$ cat config.mk
export PLATFORM = sky130hd
export DESIGN_NAME = keypad_scanner
export DESIGN_NICKNAME = d
export VERILOG_FILES = /design/src/rtl/keypad_pkg.sv /design/src/rtl/sync_2ff.sv /design/src/rtl/keypad_scanner.sv
export SDC_FILE = /design/constraint.sdc
export NUM_CORES = 1
export LEC_CHECK = 0
export CAP_MARGIN = 25
export CORE_AREA = 3 3 79 81
export DETAILED_ROUTE_END_ITERATION = 6
export DIE_AREA = 0 0 82 84
export PLACE_DENSITY_LB_ADDON = 0.08
export SETUP_SLACK_MARGIN = 0.15
export SYNTH_ARGS = -nofsm -noshare
export SYNTH_HDL_FRONTEND = slang
export SYNTH_SLANG_ARGS = --single-unit
$ cat constraint.sdc
create_clock -name clk -period 2.98 [get_ports clk]
set_input_delay 0.596 -clock clk [delete_from_list [all_inputs] [get_ports clk]]
set_output_delay 0.596 -clock clk [all_outputs]
set_load 0.05 [all_outputs]
$ cat src/rtl/keypad_pkg.sv
// -----------------------------------------------------------------------------
// keypad_pkg
// Shared definitions for the 4x4 matrix keypad scanner:
//   - state_e   : scanner FSM states
//   - KEY_MAP   : hex code per key, indexed by {row, column}
//   - KEY_CLR / KEY_DEL : codes that edit the digit buffer instead of entering
//   - single_low / low_index : helpers for decoding the active-low row bus
// -----------------------------------------------------------------------------
package keypad_pkg;

    typedef enum logic [1:0] {
        ST_SCAN,
        ST_DEBOUNCE,
        ST_PRESSED,
        ST_RELEASE
    } state_e;

    localparam logic [3:0] KEY_CLR = 4'hF;  // '#'
    localparam logic [3:0] KEY_DEL = 4'hE;  // '*'

    // Index = row*4 + column.
    localparam logic [3:0] KEY_MAP [16] = '{
        4'h1, 4'h2, 4'h3, 4'hA,
        4'h4, 4'h5, 4'h6, 4'hB,
        4'h7, 4'h8, 4'h9, 4'hC,
        4'hE, 4'h0, 4'hF, 4'hD
    };

    // True when exactly one active-low row line is asserted.
    function automatic logic single_low(input logic [3:0] r);
        return ($countones(~r) == 1);
    endfunction

    // Index of the (single) low row line.
    function automatic logic [1:0] low_index(input logic [3:0] r);
        logic [1:0] idx;
        idx = '0;
        for (int unsigned i = 0; i < 4; i++) begin
            if (!r[i]) idx = 2'(i);
        end
        return idx;
    endfunction

endpackage

$ cat src/rtl/sync_2ff.sv
// -----------------------------------------------------------------------------
// sync_2ff
// Two-flop synchronizer for the asynchronous keypad row lines. Resets to all
// ones, matching the idle (pulled-up) state of the rows.
//   clk_i  : system clock
//   rst_ni : asynchronous active-low reset
//   d_i    : asynchronous input bus
//   q_o    : synchronized output bus
// -----------------------------------------------------------------------------
module sync_2ff #(
    parameter int unsigned WIDTH = 4
) (
    input  logic             clk_i,
    input  logic             rst_ni,
    input  logic [WIDTH-1:0] d_i,
    output logic [WIDTH-1:0] q_o
);

    logic [WIDTH-1:0] meta_q;
    logic [WIDTH-1:0] sync_q;

    always_ff @(posedge clk_i or negedge rst_ni) begin
        if (!rst_ni) begin
            meta_q <= '1;
            sync_q <= '1;
        end else begin
            meta_q <= d_i;
            sync_q <= meta_q;
        end
    end

    assign q_o = sync_q;

endmodule

$ cat src/rtl/keypad_scanner.sv
// -----------------------------------------------------------------------------
// keypad_scanner
// Scans a 4x4 active-low matrix keypad, debounces presses and releases on a
// slow scan tick, and reports each accepted key as a hex code.
//
// Parameters:
//   SCAN_DIV     : clock cycles per scan tick minus one
//   DEBOUNCE_CNT : stable ticks needed to accept a press or release (>= 1)
//
// Ports:
//   clk       in   system clock
//   rst       in   asynchronous active-low reset
//   row[3:0]  in   keypad rows, active low, pulled up externally
//   col[3:0]  out  column drive, active low, one column at a time
//   key_code  out  hex code of the last accepted key
//   key_valid out  one-cycle pulse per accepted press
//   key_held  out  high while a key is pressed or its release is debouncing
//   digito    out  four-nibble entry buffer for the 7-segment driver
//
// Build option: define KEYPAD_DIGITS_EN to enable the digito entry buffer;
// otherwise digito is tied to zero.
// -----------------------------------------------------------------------------
module keypad_scanner
    import keypad_pkg::*;
#(
    parameter int unsigned SCAN_DIV     = 3000,
    parameter int unsigned DEBOUNCE_CNT = 8
) (
    input  logic        clk,
    input  logic        rst,
    input  logic [3:0]  row,
    output logic [3:0]  col,
    output logic [3:0]  key_code,
    output logic        key_valid,
    output logic        key_held,
    output logic [15:0] digito
);

    localparam int unsigned DIV_W = (SCAN_DIV < 1) ? 1 : $clog2(SCAN_DIV + 1);
    localparam int unsigned DB_W  = $clog2(DEBOUNCE_CNT + 1);
    localparam logic [DB_W-1:0] DB_LAST = DB_W'(DEBOUNCE_CNT - 1);

    logic [3:0]       row_s;
    logic [DIV_W-1:0] div_q;
    logic             tick;
    state_e           state_q, state_d;
    logic [1:0]       col_idx_q, col_idx_d;
    logic [1:0]       row_idx_q, row_idx_d;
    logic [DB_W-1:0]  dcnt_q, dcnt_d;
    logic [DB_W-1:0]  dcnt_inc;
    logic [3:0]       col_q;
    logic [3:0]       key_code_q, key_code_d;
    logic             key_valid_q, key_valid_d;
    logic [3:0]       row_pat;

    sync_2ff #(
        .WIDTH (4)
    ) u_row_sync (
        .clk_i  (clk),
        .rst_ni (rst),
        .d_i    (row),
        .q_o    (row_s)
    );

    // Free-running scan tick divider.
    assign tick = (div_q == DIV_W'(SCAN_DIV));

    always_ff @(posedge clk or negedge rst) begin
        if (!rst) begin
            div_q <= '0;
        end else if (tick) begin
            div_q <= '0;
        end else begin
            div_q <= div_q + DIV_W'(1);
        end
    end

    // Row pattern expected while the latched key stays down.
    assign row_pat  = ~(4'b0001 << row_idx_q);
    assign dcnt_inc = dcnt_q + DB_W'(1);

    always_comb begin
        state_d     = state_q;
        col_idx_d   = col_idx_q;
        row_idx_d   = row_idx_q;
        dcnt_d      = dcnt_q;
        key_code_d  = key_code_q;
        key_valid_d = 1'b0;
        if (tick) begin
            unique case (state_q)
                ST_SCAN: begin
                    // Two or more low rows are ambiguous and treated as idle.
                    if (single_low(row_s)) begin
                        row_idx_d = low_index(row_s);
                        dcnt_d    = '0;
                        state_d   = ST_DEBOUNCE;
                    end else begin
                        col_idx_d = col_idx_q + 2'd1;
                    end
                end
                ST_DEBOUNCE: begin
                    if (row_s == row_pat) begin
                        if (dcnt_inc >= DB_LAST) begin
                            state_d     = ST_PRESSED;
                            key_code_d  = KEY_MAP[{row_idx_q, col_idx_q}];
                            key_valid_d = 1'b1;
                        end else begin
                            dcnt_d = dcnt_inc;
                        end
                    end else begin
                        state_d   = ST_SCAN;
                        col_idx_d = col_idx_q + 2'd1;
                    end
                end
                ST_PRESSED: begin
                    if (row_s[row_idx_q]) begin
                        state_d = ST_RELEASE;
                        dcnt_d  = '0;
                    end
                end
                ST_RELEASE: begin
                    if (row_s[row_idx_q]) begin
                        if (dcnt_inc >= DB_LAST) begin
                            state_d   = ST_SCAN;
                            col_idx_d = col_idx_q + 2'd1;
                        end else begin
                            dcnt_d = dcnt_inc;
                        end
                    end else begin
                        // Bounce during release: back to held, no new pulse.
                        state_d = ST_PRESSED;
                    end
                end
                default: state_d = ST_SCAN;
            endcase
        end
    end

    always_ff @(posedge clk or negedge rst) begin
        if (!rst) begin
            state_q     <= ST_SCAN;
            col_idx_q   <= '0;
            row_idx_q   <= '0;
            dcnt_q      <= '0;
            col_q       <= '1;
            key_code_q  <= '0;
            key_valid_q <= 1'b0;
        end else begin
            state_q     <= state_d;
            col_idx_q   <= col_idx_d;
            row_idx_q   <= row_idx_d;
            dcnt_q      <= dcnt_d;
            col_q       <= ~(4'b0001 << col_idx_d);
            key_code_q  <= key_code_d;
            key_valid_q <= key_valid_d;
        end
    end

    assign col       = col_q;
    assign key_code  = key_code_q;
    assign key_valid = key_valid_q;
    assign key_held  = (state_q == ST_PRESSED) || (state_q == ST_RELEASE);

`ifdef KEYPAD_DIGITS_EN
    logic [15:0] digito_q, digito_d;

    // Updated on the same edge as key_code so both appear with key_valid.
    always_comb begin
        digito_d = digito_q;
        if (key_valid_d) begin
            if (key_code_d == KEY_CLR) begin
                digito_d = '0;
            end else if (key_code_d == KEY_DEL) begin
                digito_d = {4'h0, digito_q[15:4]};
            end else begin
                digito_d = {digito_q[11:0], key_code_d};
            end
        end
    end

    always_ff @(posedge clk or negedge rst) begin
        if (!rst) begin
            digito_q <= '0;
        end else begin
            digito_q <= digito_d;
        end
    end

    assign digito = digito_q;
`else
    assign digito = '0;
`endif

endmodule
==> results_slide.txt <==
Physical Implementation Snapshot

STA
  • Final Hold Viols: 0

Critical path
  • Critical Path Start Type: flip-flop
  • FF-to-FF path depth: 10
  • CP peak stage delay: 0.59 ns
  • CP max-delay cell: dfstp_2
  • Cell mode on critical path: ha_1

CTS
  • CTS H-tree lvls: 2
  • Cts bufs inserted: 5
  • Hold_buf cts: 0
  • Post-cts resize count: 0

Power
  • Cell Pwr Density: 433 nW/µm²

Yosys
  • Most common reg cell: dfrtp_1
  • Comb area leader: simple AND/OR/NAND/NOR gates
  • Yosys cell count: between 200 and 250
  • Post-synthesis chip area from yosys: 2200 µm²
  • Post-synth EDFFs: 0

Cells and area
  • Finished Core Util: 0.455
  • Layout cells sized above 1: 0.187
  • Top Layout Cells: dfrtp_1 (27), nor2_1 (22), nand2_1 (21)

Outcome
  • Status: complete, no violations

Route
  • Average wire per standard cell: 12.6 µm
  • Antenna Violating Nets Remaining: 0

Floorplanning
  • Die area: roughly 6900 µm²
==> flip-flops by register name, indices dropped and copies added (netlist names) <==
name / flops
div_q: 12
col: 4
dcnt_q: 4
key_code: 4
u_row_sync.meta_q: 4
u_row_sync.q_o: 4
col_idx_q: 2
row_idx_q: 2
state_q: 2
key_valid: 1
==> synth_stat cells, drive strengths merged (2+ instances only) <==
master and count:
a21oi 7, a2bb2oi 2, and2 2, and3 5
buf 17, clkbuf 5, dfrtp 27, dfstp 12
ha 10, inv 13, mux2 6, mux2i 5
nand2 21, nand2b 2, nand3 11, nand3b 3
nand4 2, nor2 23, nor2b 2, nor3 4
o21ai 12, xnor2 5, xor2 5
==> final timing paths <==
kind / start / to / slack [ns]
setup / recovery: u_row_sync.q_o[1]$_DFF_PN1_ / col[2]$_DFF_PN1_ / 0.27
hold / removal: u_row_sync.meta_q[1]$_DFF_PN1_ / u_row_sync.q_o[1]$_DFF_PN1_ / 0.36
setup reg to reg: u_row_sync.q_o[1]$_DFF_PN1_ / col[2]$_DFF_PN1_ / 0.27
hold reg to reg: u_row_sync.meta_q[1]$_DFF_PN1_ / u_row_sync.q_o[1]$_DFF_PN1_ / 0.36
max in group asynchronous: rst / state_q[1]$_DFFE_PN0P_ / 2.02
min in group asynchronous: rst / row_idx_q[0]$_DFFE_PN0P_ / 0.42
==> power by group <==
part,internal [mW],switching [mW],total (mW),leakage (nW)
sequential,0.539,0.00457,0.544,0.489
combinational,0.0222,0.0695,0.0918,0.593
clock,0.271,0.185,0.456,0.0612
==> kinds of logic (layout without fill, tap and decap cells) <==
group	count (synthesis)	in the layout
and+or+nand+nor	83	83
DFF	39	39
muxes	12	12
adders and majority gates	11	11
xor gates and xnor gates	10	10
AOI/OAI and AO/OA	29	29
buffers and inverters	35	41
other	1	16
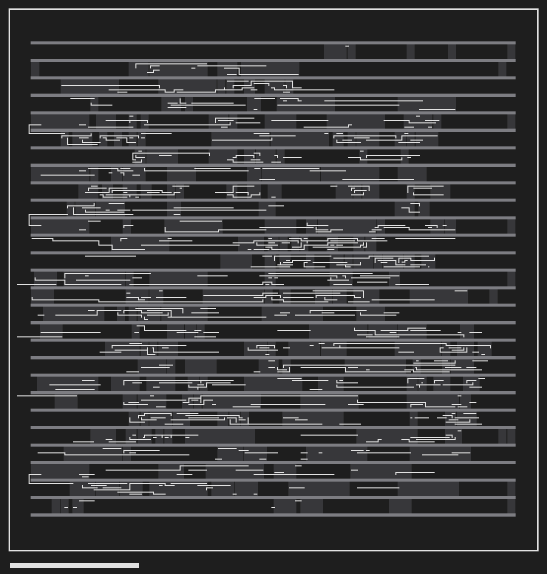
Figure 1: metal 1.
The bar under the picture is 20 µm long. Supply wires on this layer in grey. Cells faint in the background.
The wires run mostly horizontal. 218 nets have wire on it. The longest straight run is 26.7 µm. The layer holds 53% of the routed length. The layer carries 2080 µm of wire.
met1 global-route usage: 0.197
drt total wl: 3.93 mm
via count: 1471

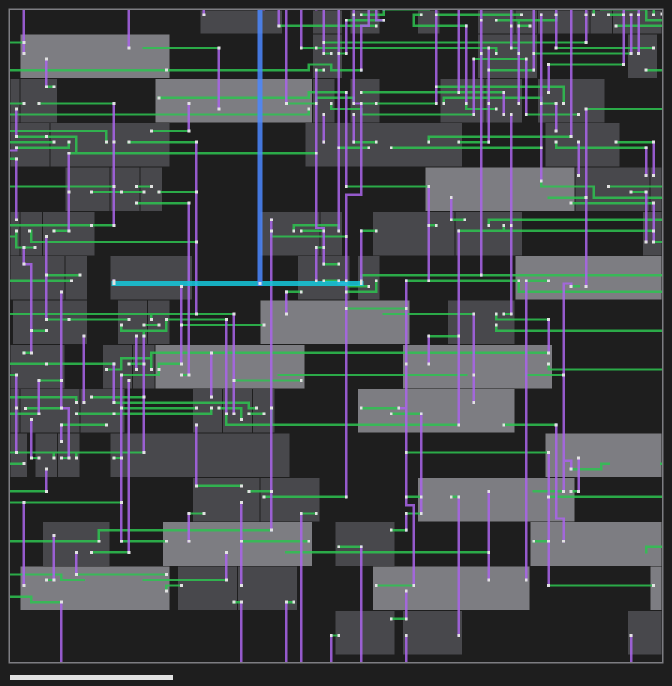
Figure 2: zoomed window.
The bar under the picture is 10 µm long. Region (21, 5) to (61, 45) µm. Cells in grey, sequential cells in the stronger grey; small squares are vias.
met2: marked purple. met3: marked cyan. met1: marked green. met4: marked blue.
Sequential cells in the window: 14. Netlist names of flops here include u_row_sync.meta_q (3), u_row_sync.q_o (3), col_idx_q (2). 75 logic cells have their middle in the window.

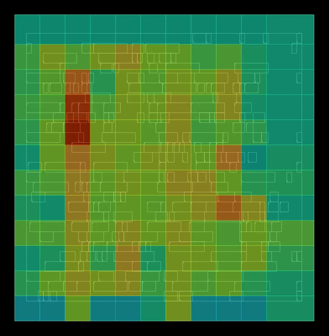
Figure 3: track usage over the die.
grt met2 use: 0.171
grt met3 use: 0.0292

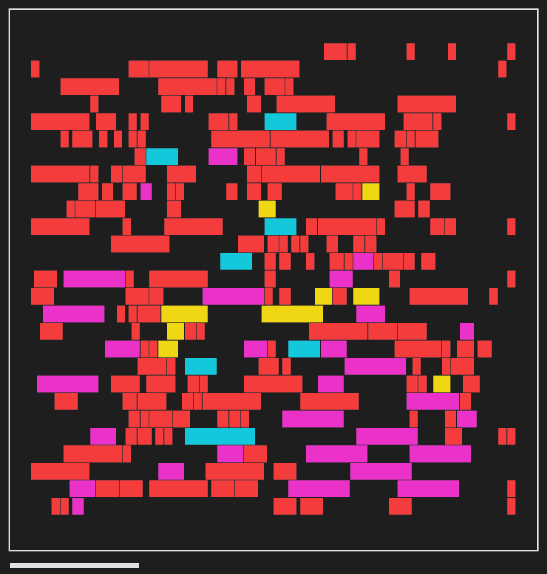
Figure 4: drive-strength map.
The bar under the picture is 20 µm long.
drive 2: marked magenta, cells 29, share 12%. drive 6 and up: marked cyan, cells 7, share 2.9%. drive 3 to 4: marked yellow, cells 9, share 3.7%. drive 1 or less: marked red, cells 196, share 81%.
nonclk buf count: 20
synthesis-to-finish area growth: 14.8%
setup ws final: 0.269 ns
fin area: 2520 µm²

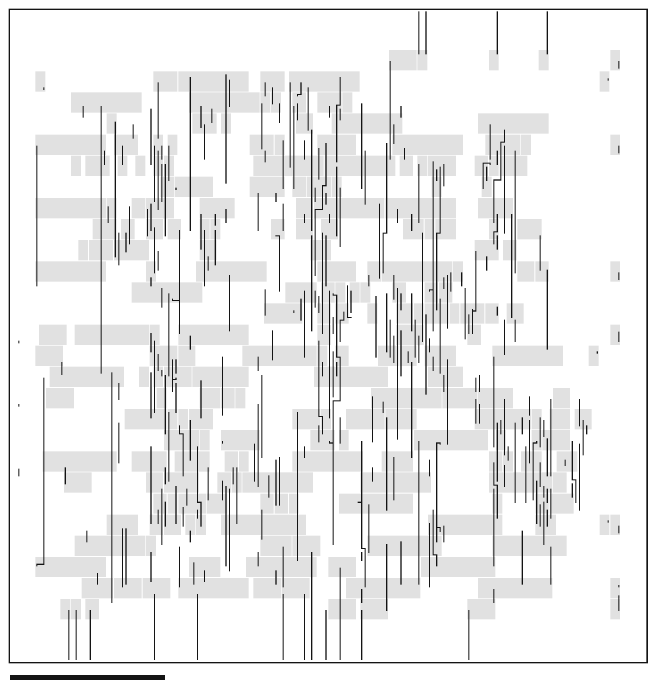
Figure 5: metal 2.
The bar under the picture is 20 µm long. Cells faint in the background.
The layer holds 43% of the routed length. The layer carries 1670 µm of wire. 201 nets have wire on it. The wires run mostly vertical. The longest straight run is 34.3 µm.

No activity file was given, so power comes from the tool's default toggle rates.
